$ cat src/rtl/traffic_phase_controller.sv
// -----------------------------------------------------------------------------
// traffic_phase_controller
//
// Six-phase sequencer for a two-road intersection. The north-south main road
// rests on green; the east-west side road is served only after a latched
// request from the east-west car sensor or the pedestrian button. All phase
// durations are counted in ticks of an external one-cycle enable strobe.
//
// Ports
//   clk        : system clock, all state changes on the rising edge
//   rst        : synchronous, active-high reset
//   tick       : one-cycle time-base enable
//   car_ew     : east-west vehicle sensor (level)
//   ped_btn    : pedestrian crossing button (level or pulse)
//   ns_signal  : north-south light code (00 red, 01 yellow, 10 green)
//   ew_signal  : east-west light code, same encoding
//   walk       : pedestrian walk lamp, high only during east-west green
//   ew_pending : latched side-road request
// -----------------------------------------------------------------------------
module traffic_phase_controller #(
  parameter logic [7:0] NS_MIN_TICKS    = 8'd20,
  parameter logic [7:0] NS_YELLOW_TICKS = 8'd3,
  parameter logic [7:0] EW_GREEN_TICKS  = 8'd10,
  parameter logic [7:0] EW_YELLOW_TICKS = 8'd3,
  parameter logic [7:0] ALLRED_TICKS    = 8'd1
) (
  input  logic       clk,
  input  logic       rst,
  input  logic       tick,
  input  logic       car_ew,
  input  logic       ped_btn,
  output logic [1:0] ns_signal,
  output logic [1:0] ew_signal,
  output logic       walk,
  output logic       ew_pending
);

  typedef enum logic [2:0] {
    S_NS_GREEN,
    S_NS_YELLOW,
    S_ALLRED_A,
    S_EW_GREEN,
    S_EW_YELLOW,
    S_ALLRED_B
  } state_t;

  localparam logic [1:0] LIGHT_RED    = 2'b00;
  localparam logic [1:0] LIGHT_YELLOW = 2'b01;
  localparam logic [1:0] LIGHT_GREEN  = 2'b10;

  state_t     state_q, state_d;
  logic [7:0] timer_q, timer_d;
  logic       pending_q, pending_d;
  logic [1:0] ns_q, ns_d;
  logic [1:0] ew_q, ew_d;
  logic       walk_q, walk_d;

  logic [7:0] dur;
  state_t     timed_next;

  // Duration and successor of the current timed state. NS_GREEN is not a
  // timed state; its row only supplies harmless defaults.
  always_comb begin
    dur        = ALLRED_TICKS;
    timed_next = S_NS_GREEN;
    case (state_q)
      S_NS_YELLOW: begin dur = NS_YELLOW_TICKS; timed_next = S_ALLRED_A;  end
      S_ALLRED_A:  begin dur = ALLRED_TICKS;    timed_next = S_EW_GREEN;  end
      S_EW_GREEN:  begin dur = EW_GREEN_TICKS;  timed_next = S_EW_YELLOW; end
      S_EW_YELLOW: begin dur = EW_YELLOW_TICKS; timed_next = S_ALLRED_B;  end
      S_ALLRED_B:  begin dur = ALLRED_TICKS;    timed_next = S_NS_GREEN;  end
      default:     begin dur = ALLRED_TICKS;    timed_next = S_NS_GREEN;  end
    endcase
  end

  // Next-state, timer and request latch.
  always_comb begin
    state_d = state_q;
    timer_d = timer_q;

    if (state_q == S_NS_GREEN) begin
      // Once the minimum green has elapsed, a pending request ends the
      // phase on the very next edge, tick or not.
      if ((timer_q == NS_MIN_TICKS) && pending_q) begin
        state_d = S_NS_YELLOW;
      end else if (tick && (timer_q != NS_MIN_TICKS)) begin
        timer_d = timer_q + 8'd1;
      end
    end else if (tick) begin
      if (timer_q == dur - 8'd1) begin
        state_d = timed_next;
      end else begin
        timer_d = timer_q + 8'd1;
      end
    end

    // A tick consumed by a transition is not counted in the new state.
    if (state_d != state_q) begin
      timer_d = 8'd0;
    end

    // Entering EW_GREEN serves the request, so a same-edge request is dropped.
    if ((state_q == S_ALLRED_A) && (state_d == S_EW_GREEN)) begin
      pending_d = 1'b0;
    end else begin
      pending_d = pending_q | car_ew | ped_btn;
    end
  end

  // Light decode of the next state, registered so outputs change together
  // with the state register.
  always_comb begin
    ns_d   = LIGHT_RED;
    ew_d   = LIGHT_RED;
    walk_d = 1'b0;
    case (state_d)
      S_NS_GREEN:  ns_d = LIGHT_GREEN;
      S_NS_YELLOW: ns_d = LIGHT_YELLOW;
      S_EW_GREEN:  begin ew_d = LIGHT_GREEN; walk_d = 1'b1; end
      S_EW_YELLOW: ew_d = LIGHT_YELLOW;
      default:     begin ns_d = LIGHT_RED; ew_d = LIGHT_RED; end
    endcase
  end

  always_ff @(posedge clk) begin
    if (rst) begin
      state_q   <= S_ALLRED_B;
      timer_q   <= 8'd0;
      pending_q <= 1'b0;
      ns_q      <= LIGHT_RED;
      ew_q      <= LIGHT_RED;
      walk_q    <= 1'b0;
    end else begin
      state_q   <= state_d;
      timer_q   <= timer_d;
      pending_q <= pending_d;
      ns_q      <= ns_d;
      ew_q      <= ew_d;
      walk_q    <= walk_d;
    end
  end

  assign ns_signal  = ns_q;
  assign ew_signal  = ew_q;
  assign walk       = walk_q;
  assign ew_pending = pending_q;

endmodule

$ cat config.mk
export PLATFORM = sky130hd
export DESIGN_NAME = traffic_phase_controller
export DESIGN_NICKNAME = d
export VERILOG_FILES = /design/src/rtl/traffic_phase_controller.sv
export SDC_FILE = /design/constraint.sdc
export NUM_CORES = 1
export LEC_CHECK = 0
export CAP_MARGIN = 20
export CORE_ASPECT_RATIO = 1.25
export CORE_UTILIZATION = 52
export CTS_CLUSTER_SIZE = 10
export DETAILED_ROUTE_END_ITERATION = 10
export PLACE_DENSITY = 0.76
export SYNTH_ARGS = -nofsm -noshare
export SYNTH_HDL_FRONTEND = slang
export SYNTH_SLANG_ARGS = --single-unit
$ cat constraint.sdc
create_clock -name clk -period 2.1 [get_ports clk]
set_input_delay 0.21 -clock clk [delete_from_list [all_inputs] [get_ports clk]]
set_output_delay 0.21 -clock clk [all_outputs]
set_load 0.02 [all_outputs]
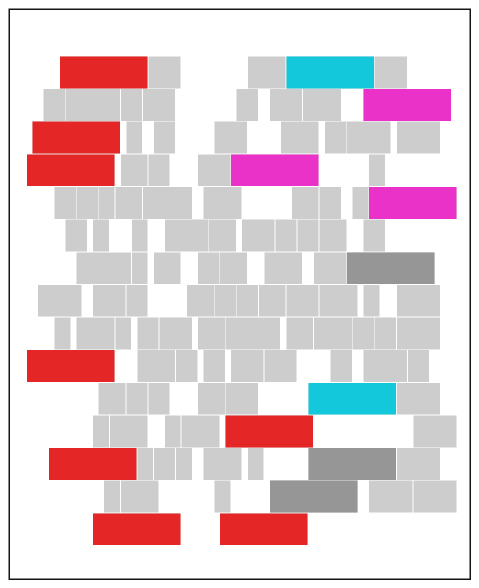
*Sequential cells colored by netlist name*
(12 px per µm)
- magenta: state_q (placed flops 3)
- red: timer_q (placed flops 8)
- cyan: ew_signal (placed flops 2)

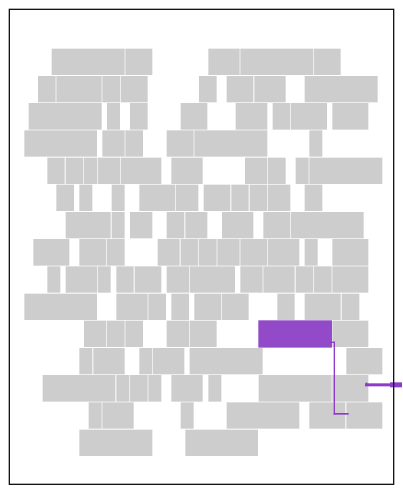
*Wires at chosen ports, followed through buffers*
(10 px per µm)
- purple: walk (direction output; end cells 1; wire 11.4 µm)

==> run_results.csv <==
group,metric,value,unit
yosys,synth.distinct_cells,35,
yosys,synth.top_cell.area_share,37.4,%
yosys,postSynthAreaPerCell,8.23,µm²
flow_run,maxCapViolations,0,
placement,gp_congestion,0.804,
flow_run,openroad_warning_count,27,
final_layout,area_growth_syn_to_layout,18.1,%
sta,setup_ws,175,ps
critical_path,cp-start-kind,"flip-flop",
final_layout,area.combinational,493,µm²
critical_path,timing.critical_path.arrival,2140,ps
status,outcome,"completed",
critical_path,critical_path.reg2reg.startpoint,"state_q[2]",
yosys,yosys-top-cells-count,"sky130_fd_sc_hd__dfxtp_1 (16), sky130_fd_sc_hd__nor3_1 (10), sky130_fd_sc_hd__nor2_1 (8)",
die,core_area,0.00156,mm²
yosys,mappedNetlistArea,856,µm²
die,design.die.area,0.00181,mm²
yosys,topCellsByArea,"sky130_fd_sc_hd__dfxtp_1 (37%), sky130_fd_sc_hd__xnor2_1 (6.1%), sky130_fd_sc_hd__nor3_1 (5.8%)",
final_layout,antennaDiodeCount,0,
yosys,synth-warning-count,0,
placement,post-place-cells,131,
final_layout,flop_area,320,µm²
route,routed_via_density,5.57,
global_routing,grt_use_total,19.8,%
route,drt_wl_total,1590,µm
yosys,post_synth_and_or_nand_nor_area_fraction,31.7,%
yosys,aoi_share,14.6,%
route,average_routed_wire_per_standard_cell,11.9,µm
sta,slew_violations,0,
global_routing,global_route.overflow_total,0,
sta,finalClockSkew,4.42,ps
die,floorplanUtilization,54.8,%
final_layout,area.share.sequential,31.7,%
final_layout,filler_instances,142,
power,static-leakage-power,0.000351,µW
cts,clock_tree_from_tritoncts,"built",
die,chipWidth,38.3,µm
power,fin_total_pwr,1120,µW
die,pin_count,11,
critical_path,reg2regPathDepth,5,
sta,timing.final.setup_violations,0,
placement,io_buffers,10,
route,dr.pass1.iters,3,
final_layout,area_share_nonclk_buffers,13.6,%
power,power_report.internal_total,688,µW
sta,fmaxAchievable,519,MHz
final_layout,comb_share,48.8,%
placement,placedInstanceArea,988,µm²
final_layout,logic_gate_count,78,
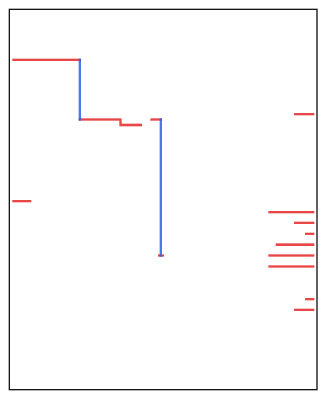
*Routed metal, one color a layer*
(8 px per µm) Only two layers are drawn.
- blue: M4 (wire length 24.5 µm)
- red: M3 (wire length 49.3 µm)

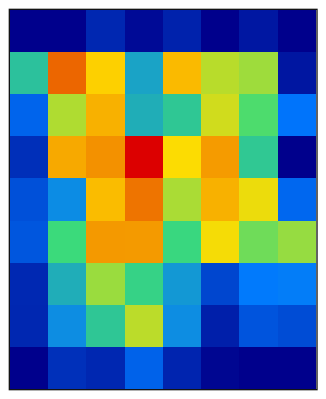
*Wire density map*
(8 px per µm) 8 x 9 tiles, from dark blue (low) to red (high), scaled to the fullest tile. Values are wire area over tile area, all layers added.
- nearly empty tiles: 13%
- emptiest ninth of the die: bottom right
- tiles over half the peak: 36%
- fullest tile: 0.36
- densest ninth of the die: middle
- mean over tiles: 0.14

==> cells in the final DEF, fill, tap and decap left out, types with 2 or more instances in the layout <==
master	count
sky130_fd_sc_hd__nor4_1	3
sky130_fd_sc_hd__clkbuf_4	3
sky130_fd_sc_hd__nand2_1	5
sky130_fd_sc_hd__dfxtp_1	16
sky130_fd_sc_hd__nor4b_1	2
sky130_fd_sc_hd__buf_4	5
sky130_fd_sc_hd__a21oi_1	5
sky130_fd_sc_hd__o21ai_0	5
sky130_fd_sc_hd__xnor2_1	6
sky130_fd_sc_hd__inv_1	4
sky130_fd_sc_hd__ha_1	2
sky130_fd_sc_hd__nor2_1	8
sky130_fd_sc_hd__clkdlybuf4s50_1	10
sky130_fd_sc_hd__nor3_1	10
sky130_fd_sc_hd__nand3_1	6
sky130_fd_sc_hd__nand4_1	3
sky130_fd_sc_hd__or3_1	3
sky130_fd_sc_hd__nand2b_1	3
==> routing by layer <==
metal,vias to the layer above,share of wire (%),track usage [%]
met5,-,0,0
met4,0,1.5,8.57
met3,4,3.1,2.84
met2,13,49,35.6
met1,325,47,23.1
li1,405,-,-
==> power groups by stage <==
stage | registers, µW | logic [µW] | clock network [µW]
floorplan | 421 | 407 | 0
global placement | 425 | 544 | 0
global route | 431 | 609 | 172
CTS | 422 | 550 | 159
finish | 423 | 549 | 151
detailed placement | 429 | 547 | 0
==> critical path: stages (launching register included) <==
cell                      delay (ps)
sky130_fd_sc_hd__dfxtp_1         520
sky130_fd_sc_hd__xnor2_1         130
sky130_fd_sc_hd__or3_1           380
sky130_fd_sc_hd__and4_4          220
sky130_fd_sc_hd__or4_1           460
sky130_fd_sc_hd__a21oi_1         150
==> sequential cells by signal, indices dropped and copies added, names as in the netlist <==
signal      count
ew_pending      1
ew_signal       2
ns_signal       2
state_q         3
timer_q         8
Power is estimated from default activity; no workload was simulated.
